Fig. 1: run 1, cells colored by class
The bar under the picture is 20 um long. Fill, decap, tap and diode cells in gray.
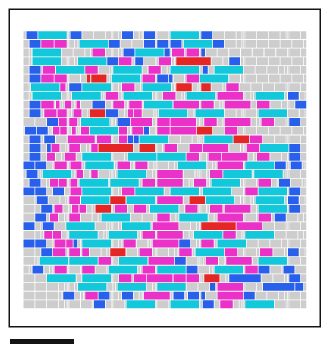
Fig. 2: run 1, drive-strength map
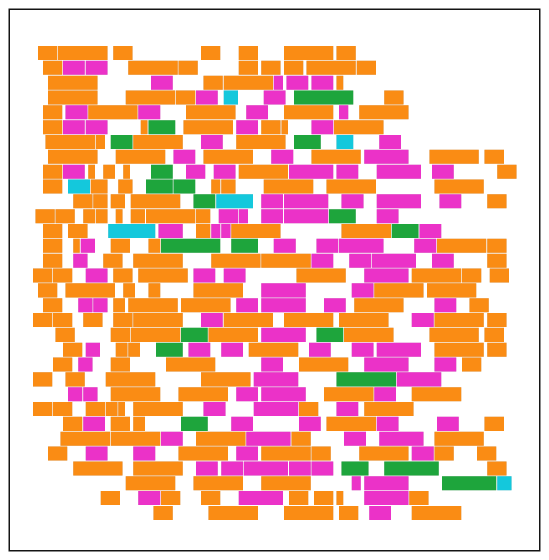
Fig. 3: run 1, clock routing
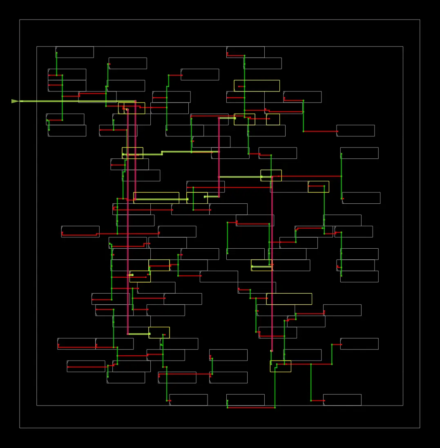
$ cat src/rtl/alu_issue_ctrl.sv
// Issue/sequencing stage in front of a combinational ALU: accepts one instruction at a time,
// reads operands from a 4-entry register file, drives registered ALU inputs and writes back.
module alu_issue_ctrl #(
  parameter int unsigned LEN      = 8,
  parameter int unsigned MAX_CODE = 8
) (
  input  logic           clk,
  input  logic           rst_n,
  input  logic           instr_valid,
  output logic           instr_ready,
  input  logic           instr_load,
  input  logic [3:0]     instr_code,
  input  logic [1:0]     instr_rd,
  input  logic [1:0]     instr_ra,
  input  logic [1:0]     instr_rb,
  input  logic [LEN-1:0] instr_imm,
  output logic [LEN-1:0] alu_a,
  output logic [LEN-1:0] alu_b,
  output logic [3:0]     alu_code,
  input  logic [LEN-1:0] alu_out,
  output logic           done,
  output logic           err,
  output logic [LEN-1:0] result,
  input  logic [1:0]     dbg_sel,
  output logic [LEN-1:0] dbg_data
);

  typedef enum logic [2:0] {
    StIdle,
    StOperand,
    StExecute,
    StWrite,
    StReject
  } state_e;

  // Codes wider than the 4-bit field can never be illegal.
  localparam logic [4:0] MaxCode = (MAX_CODE > 15) ? 5'd15 : 5'(MAX_CODE);

  state_e                  state_q, state_d;
  logic [3:0][LEN-1:0]     regs_q;
  logic [3:0]              code_q;
  logic [1:0]              rd_q, ra_q, rb_q;
  logic [LEN-1:0]          wval_q;
  logic                    xfer;

  // Gated with rst_n so ready is low for the whole time reset is held.
  assign instr_ready = (state_q == StIdle) && rst_n;
  assign xfer        = instr_valid && instr_ready;
  assign dbg_data    = regs_q[dbg_sel];

  always_comb begin
    state_d = state_q;
    done    = 1'b0;
    err     = 1'b0;
    unique case (state_q)
      StIdle: begin
        if (instr_valid) begin
          if (instr_load) begin
            state_d = StWrite;
          end else if ({1'b0, instr_code} > MaxCode) begin
            state_d = StReject;
          end else begin
            state_d = StOperand;
          end
        end
      end
      StOperand: state_d = StExecute;
      StExecute: state_d = StWrite;
      StWrite: begin
        done    = 1'b1;
        state_d = StIdle;
      end
      StReject: begin
        done    = 1'b1;
        err     = 1'b1;
        state_d = StIdle;
      end
      default: state_d = StIdle;
    endcase
  end

  always_ff @(posedge clk or negedge rst_n) begin
    if (!rst_n) begin
      state_q  <= StIdle;
      regs_q   <= '0;
      code_q   <= '0;
      rd_q     <= '0;
      ra_q     <= '0;
      rb_q     <= '0;
      wval_q   <= '0;
      alu_a    <= '0;
      alu_b    <= '0;
      alu_code <= '0;
      result   <= '0;
    end else begin
      state_q <= state_d;
      if (xfer) begin
        code_q <= instr_code;
        rd_q   <= instr_rd;
        ra_q   <= instr_ra;
        rb_q   <= instr_rb;
        wval_q <= instr_imm;
      end
      // Operands are sampled before any write-back, so rd aliasing ra/rb reads the old value.
      if (state_q == StOperand) begin
        alu_a    <= regs_q[ra_q];
        alu_b    <= regs_q[rb_q];
        alu_code <= code_q;
      end
      if (state_q == StExecute) begin
        wval_q <= alu_out;
      end
      if (state_q == StWrite) begin
        regs_q[rd_q] <= wval_q;
        result       <= wval_q;
      end
    end
  end

endmodule
$ cat config.mk
export PLATFORM = sky130hd
export DESIGN_NAME = alu_issue_ctrl
export DESIGN_NICKNAME = d
export VERILOG_FILES = /design/src/rtl/alu_issue_ctrl.sv
export SDC_FILE = /design/constraint.sdc
export NUM_CORES = 1
export LEC_CHECK = 0
export CAP_MARGIN = 20
export CORE_AREA = 4 4 93 95
export CTS_CLUSTER_SIZE = 30
export DETAILED_ROUTE_END_ITERATION = 7
export DIE_AREA = 0 0 97 99
export GPL_TIMING_DRIVEN = 0
export PLACE_DENSITY = 0.76
export SYNTH_ARGS = -nofsm -noshare
export SYNTH_HDL_FRONTEND = slang
export SYNTH_SLANG_ARGS = --single-unit
$ cat constraint.sdc
create_clock -name clk -period 2.6 [get_ports clk]
set_clock_uncertainty 0.15 [all_clocks]
set_input_delay 0.26 -clock clk [delete_from_list [all_inputs] [get_ports clk]]
set_output_delay 0.26 -clock clk [all_outputs]
set_load 0.01 [all_outputs]
==> impl_metrics.py, run 1 <==
# Auto-generated metrics
metrics = {
    "critical_path": {
        "path_delay_family": "buffers and inverters",
        "cp_cell_sequence": "buf_6, nor4b_4, clkdlybuf4s50_1",
        "worstPathRequired_ps": 2190,
        "cp_slowest_cell": "clkdlybuf4s50_1",
        "reg2regPathDepth": 5,
        "end_kind": "output port",
        "critPathMaxStageDelay_ps": 640,
        "worstSetupPathType": "reg2out",
        "crit_path_max_fanout": 10,
        "rrSetupSlack_ps": 420,
        "rr_startpoint": "state_q[2]",
        "critPathLaunchType": "flip-flop",
        "worstPathArrival_ps": 2040,
        "cp_num_buf_inv": 2,
    },
    "clock_network": {
        "holdBufCountCts": 3,
        "clock_sinks": 81,
        "postCtsResizedCells": 0,
        "root_buffer": "clkbuf_8",
        "clkTransAtPathRegs_ps": 70,
        "cts.htree.levels": 3,
        "postCtsSetupBuffers": 0,
    },
    "detailed_routing": {
        "vias": 2378,
        "postRouteAntennaNets": 0,
        "drtIter0Drc": 95,
        "firstDrtPassIters": 4,
        "drcViolationCount": 0,
    },
    "floorplan": {
        "io_pins": 71,
        "core_area_sq_um": 7730,
        "die-area_sq_um": 9600,
        "fp_util_pct": 49.6,
        "std_cell_rows": 32,
        "die_h_um": 99,
    },
    "worst_hold_path": {
        "holdPathStages": 3,
        "hold_path_class": "in2reg",
        "hp-start": "instr_code[3]",
    },
    "synthesis": {
        "synth-edff-count": 0,
        "syn_area_per_cell_sq_um": 16.2,
        "synth_area_sq_um": 3830,
        "ys_cells": 237,
        "async_reset_ff_share_pct": 100,
        "ff_type": "dfrtp_1",
        "synth_area_leader_cell": "dfrtp_1",
        "ys_types": 29,
        "ys_chip_area_sq_um": 3830,
        "synth_warnings": 0,
        "synth_nets": 269,
        "ys.flops": 81,
        "syn_inst": 237,
        "ys_seq_share_pct": 52.9,
    },
    "finish": {
        "drive_above_1_share_pct": 42.2,
        "nets": 352,
        "antennaDiodeCount": 0,
    },
    "sta": {
        "fmax_ghz": 0.409,
        "rsz0062_at_grt": "false",
        "hold_slack_ps": 336,
        "max_slew.worst_pin.slew_ps": 884,
        "fin_crit_sh_pct": 94.1,
        "setup_viol": 0,
        "layout_min_cycle_time_ps": 2450,
    },
    "place": {
        "post_dp_cell_area_sq_um": 4670,
        "dp_hpwl_um": 5490,
        "place.gp.congestion": 0.749,
        "io_buffers": 68,
    },
    "global_route": {
        "antenna_found_initial": 0,
        "grt_pass1_wl_um": 13400,
        "grt_pass1_vias": 2603,
        "grt_max_degree": 63,
        "grt-ovfl-total": 0,
        "grtUsageTotal_pct": 17.9,
    },
    "power_and_ir_drop": {
        "power_density_nw_per_um2": 1260,
        "ir_drop_mv": 0.493,
        "p_leak_nw": 2.10,
    },
    "outcome": {
        "status": "complete, no violations",
    },
    "run": {
        "warnings": 26,
        "drv_cap": 0,
    },
}
About Fig. 1:
- flip-flops: cyan (cells 81; share of their area 42%)
- all other logic: magenta (cells 140; share of their area 35%)
- clock drivers and dummy loads: red (cells 16; share of their area 5.2%)
- other buffers and delay cells: blue (cells 88; share of their area 18%)
Final Instance Area: 4970 sq um
Seq/total area: 40.8%

About Fig. 2:
- drive 2: magenta (cells 111; most used mux2_2)
- drive 1 or less: orange (cells 188; most used dfrtp_1)
- drive 6 and up: green (cells 20; most used clkbuf_8)
- drive 3 to 4: cyan (cells 6; most used buf_4)
final setup margin: 153 ps
Layout area overhead: 29.6%

About Fig. 3:
CTS Buf Count: 9
clock buffers: 12
clk pwr: 0.00114 W
seq_cells: 81
later-pin clock latency in the skew report: 350 ps

## run 1: final cells by class
class	instances	area, sq um
timing repair buffer	72	753
fill	576	2760
sequential	81	2030
multi-input combinational	139	1700
clock buffer	12	155
buffer	16	101
inverter	1	3.75
tap	102	128
clock inverter	4	98.8
## run 1: power breakdown
group	leakage, nW	switching [W]	internal (W)	total, W
combinational	0.974	0.00103	0.00176	0.00280
clock	0.127	0.000447	0.000693	0.00114
sequential	1.00	0.000447	0.00186	0.00231
## run 1: state kept, by name, summed over array words and instances, names as in the netlist
register,cells
alu_a,8
alu_code,4
wval_q,8
rb_q,2
ra_q,2
state_q,3
code_q,4
result,8
regs_q,32
rd_q,2
alu_b,8
## run 1: logic make-up (layout without fill, tap and decap cells)
logic type,count (synthesis),after routing,synth area share (%)
compound gates,12,12,2.90
buf+inv,17,105,2.74
flops,81,81,52.9
mux,94,94,34.6
simple gates,33,33,6.85
## run 1: metrics by stage
| step | util (%) | setup slack, ps | setup TNS (ps) | power [W] | std cells |
|---|---|---|---|---|---|
| after detailed placement | 60.4 | 111 | 0 | 0.00515 | 408 |
| after global routing | 64.3 | 20.2 | 0 | 0.00664 | 427 |
| final | 64.3 | 153 | 0 | 0.00625 | 427 |
| after floorplan | - | 720 | 0 | 0.00408 | 237 |
| after global placement | 60.1 | -2680 | -189130 | 0.00506 | 407 |
| after CTS | 64.3 | 130 | 0 | 0.00630 | 427 |
## run 1: synthesized netlist by cell type, types with 2 or more instances
| master | instances |
|---|---|
| nor2_1 | 2 |
| dfrtp_1 | 81 |
| mux2_2 | 70 |
| nor2b_1 | 8 |
| buf_2 | 6 |
| mux4_2 | 24 |
| clkbuf_1 | 2 |
| buf_6 | 4 |
| buf_1 | 3 |
| a221o_1 | 8 |
| nand3b_1 | 3 |
| a211oi_1 | 2 |
| and3_2 | 8 |
## run 1: worst max path at each step
stage | from | slack [ps] | end | depth (start not counted)
finish | state_q[1] | 150 | instr_ready | 3
global placement | rst_n | -2680 | instr_ready | 3
global route | state_q[1] | 20 | instr_ready | 3
floorplan | state_q[1] | 720 | wval_q[0] | 5
CTS | state_q[1] | 130 | instr_ready | 3
detailed placement | rst_n | 110 | instr_ready | 4
## run 1: placed cells by master (no fill, tap or decap)
cell	count
a211oi_1	2
a221o_1	8
and2_1	1
and3_2	8
and3b_2	1
buf_1	3
buf_16	2
buf_2	6
buf_4	2
buf_6	4
bufinv_16	3
clkbuf_1	3
clkbuf_8	11
clkdlybuf4s50_1	67
clkinv_4	1
dfrtp_1	81
dlygate4sd3_1	2
inv_1	1
mux2_2	70
mux4_2	24
nand2_4	1
nand2b_1	1
nand3_1	1
nand3b_1	3
nor2_1	2
nor2b_1	8
nor3_1	1
nor3_2	1
nor3b_1	1
nor3b_2	1
nor3b_4	1
nor4_1	1
nor4b_4	1
o21a_1	1
o31a_1	1
## run 1: routing by layer
layer / track usage, % / share of wire (%) / vias up
met1: 22.9 / 43 / 1206
met2: 30.3 / 50 / 75
met3: 3.11 / 4.8 / 17
met5: 0 / 0 / -
met4: 7.45 / 2.2 / 0
li1: - / - / 1080
==> run 2: changes to the inputs <==
- SLEW_MARGIN: default -> 20
Fig. 4: run 2, gate-type map
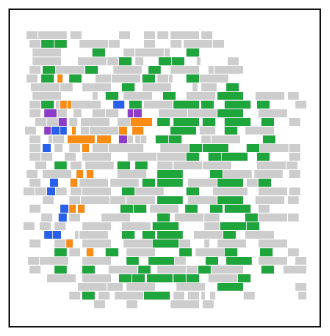
- NOR gates: orange (cells 17)
- AND and OR gates: blue (cells 10; where left middle)
- multiplexers: green (cells 94)
- NAND gates: purple (cells 6)
logic gate fraction of the total cell area: 34.7%
Post-Layout Cell Count: 426
highest-count logic cell in the final layout: dfrtp_1

==> run 2 against run 1 <==
Die area unchanged. Count of clock-buffer cells in the layout decreased by 3. Combinational power about the same. First-iteration DRC count increased by 28%. Largest power group unchanged.
==> impl_metrics.py, run 2 <==
# Auto-generated metrics
metrics = {
    "critical_path": {
        "rrSetupSlack_ps": 390,
        "critPathLaunchType": "input pin",
        "crit_path_max_fanout": 46,
        "cp_slowest_cell": "clkdlybuf4s50_1",
        "cp_num_cells": 5,
        "worstPathRequired_ps": 2190,
        "worstSetupPathType": "in2out",
        "end_kind": "output port",
        "worstPathArrival_ps": 2050,
        "cp_cell_sequence": "dlygate4sd3_1, buf_4, buf_16, nor4b_4, clkdlybuf4s50_1",
        "critPathMaxStageDelay_ps": 590,
        "cp_num_buf_inv": 4,
        "path_delay_family": "buffers and inverters",
        "reg2regPathDepth": 5,
    },
    "run": {
        "drv_cap": 0,
        "warnings": 26,
    },
    "clock_network": {
        "cts_buffers": 9,
        "root_buffer": "clkbuf_8",
        "clkTransAtPathRegs_ps": 80,
        "clockBufferDepth": 2,
        "cts.htree.levels": 3,
        "clock_latency_ps": 340,
        "cts_tree": "done",
    },
    "synthesis": {
        "synth_warnings": 0,
        "ys_sh_mux_pct": 34.6,
        "ys.flops": 81,
        "syn_inst": 237,
        "ys_chip_area_sq_um": 3830,
        "topCellsByArea": "dfrtp_1 (53%), mux2_2 (21%), mux4_2 (14%)",
        "syn_area_per_cell_sq_um": 16.2,
        "ys_seq_share_pct": 52.9,
        "yosysTopAreaCellShare_pct": 52.9,
        "ff_type": "dfrtp_1",
        "synth_area_leader_cell": "dfrtp_1",
        "fa_ha_area_share_pct": 0,
        "synth-edff-count": 0,
        "synth_area_sq_um": 3830,
        "async_reset_ff_share_pct": 100,
        "xor_share_pct": 0,
        "synthTopCellsByCount": "dfrtp_1 (81), mux2_2 (70), mux4_2 (24)",
        "top_logic_kind": "multiplexers",
        "synth_nets": 269,
        "ys_sh_simple_pct": 6.85,
        "ys_types": 29,
        "most_common_cell": "dfrtp_1",
        "ys_cells": 237,
        "aoi_share_pct": 2.90,
    },
    "finish": {
        "nets": 352,
        "drive_above_1_share_pct": 42.6,
        "lay_top_cells": "dfrtp_1 (81), mux2_2 (70), clkdlybuf4s50_1 (67)",
        "area_growth_pct": 28.1,
        "largest_reg_flops": 32,
        "top_register": "regs_q",
        "antennaDiodeCount": 0,
    },
    "global_route": {
        "antenna_found_initial": 0,
        "grt-ovfl-total": 0,
        "grtUsageTotal_pct": 17.9,
        "grt_max_degree": 47,
        "grt_pass1_wl_um": 13400,
        "grt_pass1_vias": 2647,
    },
    "power_and_ir_drop": {
        "power_density_nw_per_um2": 1240,
        "combPwrFrac_pct": 46.1,
        "p_switching_w": 0.00193,
        "pwr-share-seq_pct": 38.0,
        "power_frac_clock_pct": 15.9,
        "swShare_pct": 31.7,
        "p_leak_nw": 2.08,
        "ir_drop_mv": 0.461,
        "p_int_w": 0.00416,
    },
    "detailed_routing": {
        "highest_layer": "met4",
        "met2_length_um": 3980,
        "drcViolationCount": 0,
        "met3_length_um": 366,
        "vias": 2342,
        "met1_length_um": 3430,
        "wl_um": 7910,
        "vias_per_cell": 5.50,
        "avgRoutedWirePerCell_um": 18.6,
        "firstDrtPassIters": 4,
        "drtIter0Drc": 122,
        "postRouteAntennaNets": 0,
    },
    "floorplan": {
        "chipWidth_um": 97,
        "io_pins": 71,
        "fp_util_pct": 49.6,
        "std_cell_rows": 32,
        "die_h_um": 99,
        "die-area_sq_um": 9600,
        "core_area_sq_um": 7730,
    },
    "sta": {
        "hold_viol": 0,
        "max_slew.worst_pin.slew_ps": 840,
        "maxSlewViolCount": 0,
        "setup_ws_ps": 142,
        "fmax_ghz": 0.407,
        "fin_crit_sh_pct": 94.5,
        "layout_min_cycle_time_ps": 2460,
        "setup_viol": 0,
        "rsz0062_at_grt": "false",
        "relSlewSlack_pct": 43.7,
    },
    "place": {
        "post-place-ws_ps": 1.50,
        "dp_hpwl_um": 5530,
        "place.gp.congestion": 0.749,
        "dp.cells": 408,
        "io_buffers": 68,
    },
    "worst_hold_path": {
        "hold_path_class": "in2async",
    },
    "outcome": {
        "status": "complete, no violations",
    },
}
Fig. 5: run 2, clock routing
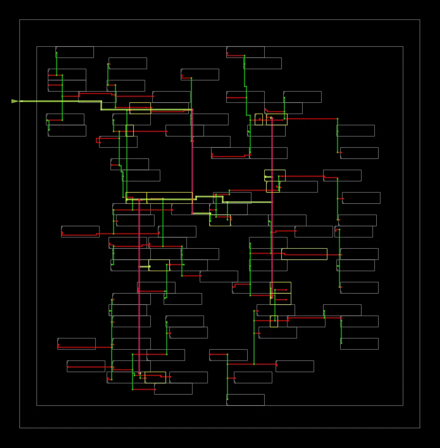
clock buffers: 9
clk pwr: 0.000969 W
Sink Count: 81

[run 2: cell counts after synthesis]
Identical to the previous run, type by type.
[run 2: cell families after synthesis]
kind of cell / Yosys count
AND-OR/OR-AND: 12
AND/OR/NAND/NOR: 33
flip-flops: 81
multiplexers: 94
buffers and inverters: 17
[run 2: what timing repair did]
item	4_1_cts	5_1_grt
resized	0	0
endpoints found under the setup margin	1	0
hold buffers	2	0
hold endpoints to repair	36	0
setup buffers	1	0
[run 2: final cells by class]
cell class                 instances  area (sq um)
sequential                        81          2030
tap                              102           128
buffer                            16           101
clock buffer                       9           124
multi-input combinational        139          1700
clock inverter                     6          83.8
timing repair buffer              72           743
inverter                           1          3.75
fill                             566          2810
[run 2: through the flow]
step | instance area (sq um) | TNS (ps) | utilization, % | hold WS [ps] | power (W)
3_5_place_dp | 4670 | 0 | 60.4 | 112 | 0.00515
4_1_cts | 4910 | 0 | 63.6 | 294 | 0.00615
3_3_place_gp | 4640 | -189130 | 60.1 | 333 | 0.00506
5_1_grt | 4910 | 0 | 63.6 | 306 | 0.00648
6_report | 4910 | 0 | 63.6 | 294 | 0.00609
2_1_floorplan | 3830 | 0 | - | -186 | 0.00408
[run 2: worst paths after layout]
| check | to | startpoint |
|---|---|---|
| setup reg to reg | regs_q[4] | state_q[2] |
| max in group asynchronous | result[0] | rst_n |
| hold reg to reg | alu_b[6] | alu_b[6] |
| min in group clk | state_q[2] | instr_code[3] |
| setup / recovery | instr_ready | rst_n |
| hold / removal | alu_a[2] | rst_n |
[run 2: per-layer routing]
| layer | global-route usage (%) | vias to the layer above |
|---|---|---|
| li1 | - | 1068 |
| met2 | 30.8 | 63 |
| met4 | 6.91 | 0 |
| met5 | 0 | - |
| met3 | 3.68 | 11 |
| met1 | 22.2 | 1200 |
[run 2: power by group through the flow]
stage | Clock [W] | Combinational (W) | Sequential, W
after floorplan | 0 | 0.00179 | 0.00229
after global placement | 0 | 0.00276 | 0.00230
after detailed placement | 0 | 0.00282 | 0.00234
after CTS | 0.000988 | 0.00285 | 0.00231
after global routing | 0.00105 | 0.00303 | 0.00240
final | 0.000969 | 0.00281 | 0.00232
[run 2: worst reg2reg max path, stage by stage (launching register included)]
cell      delay (ps)
dfrtp_1          380
buf_6            140
nand3b_1         140
buf_2            210
nor3_2           660
mux2_2           420
Power is estimated from default activity; no workload was simulated.
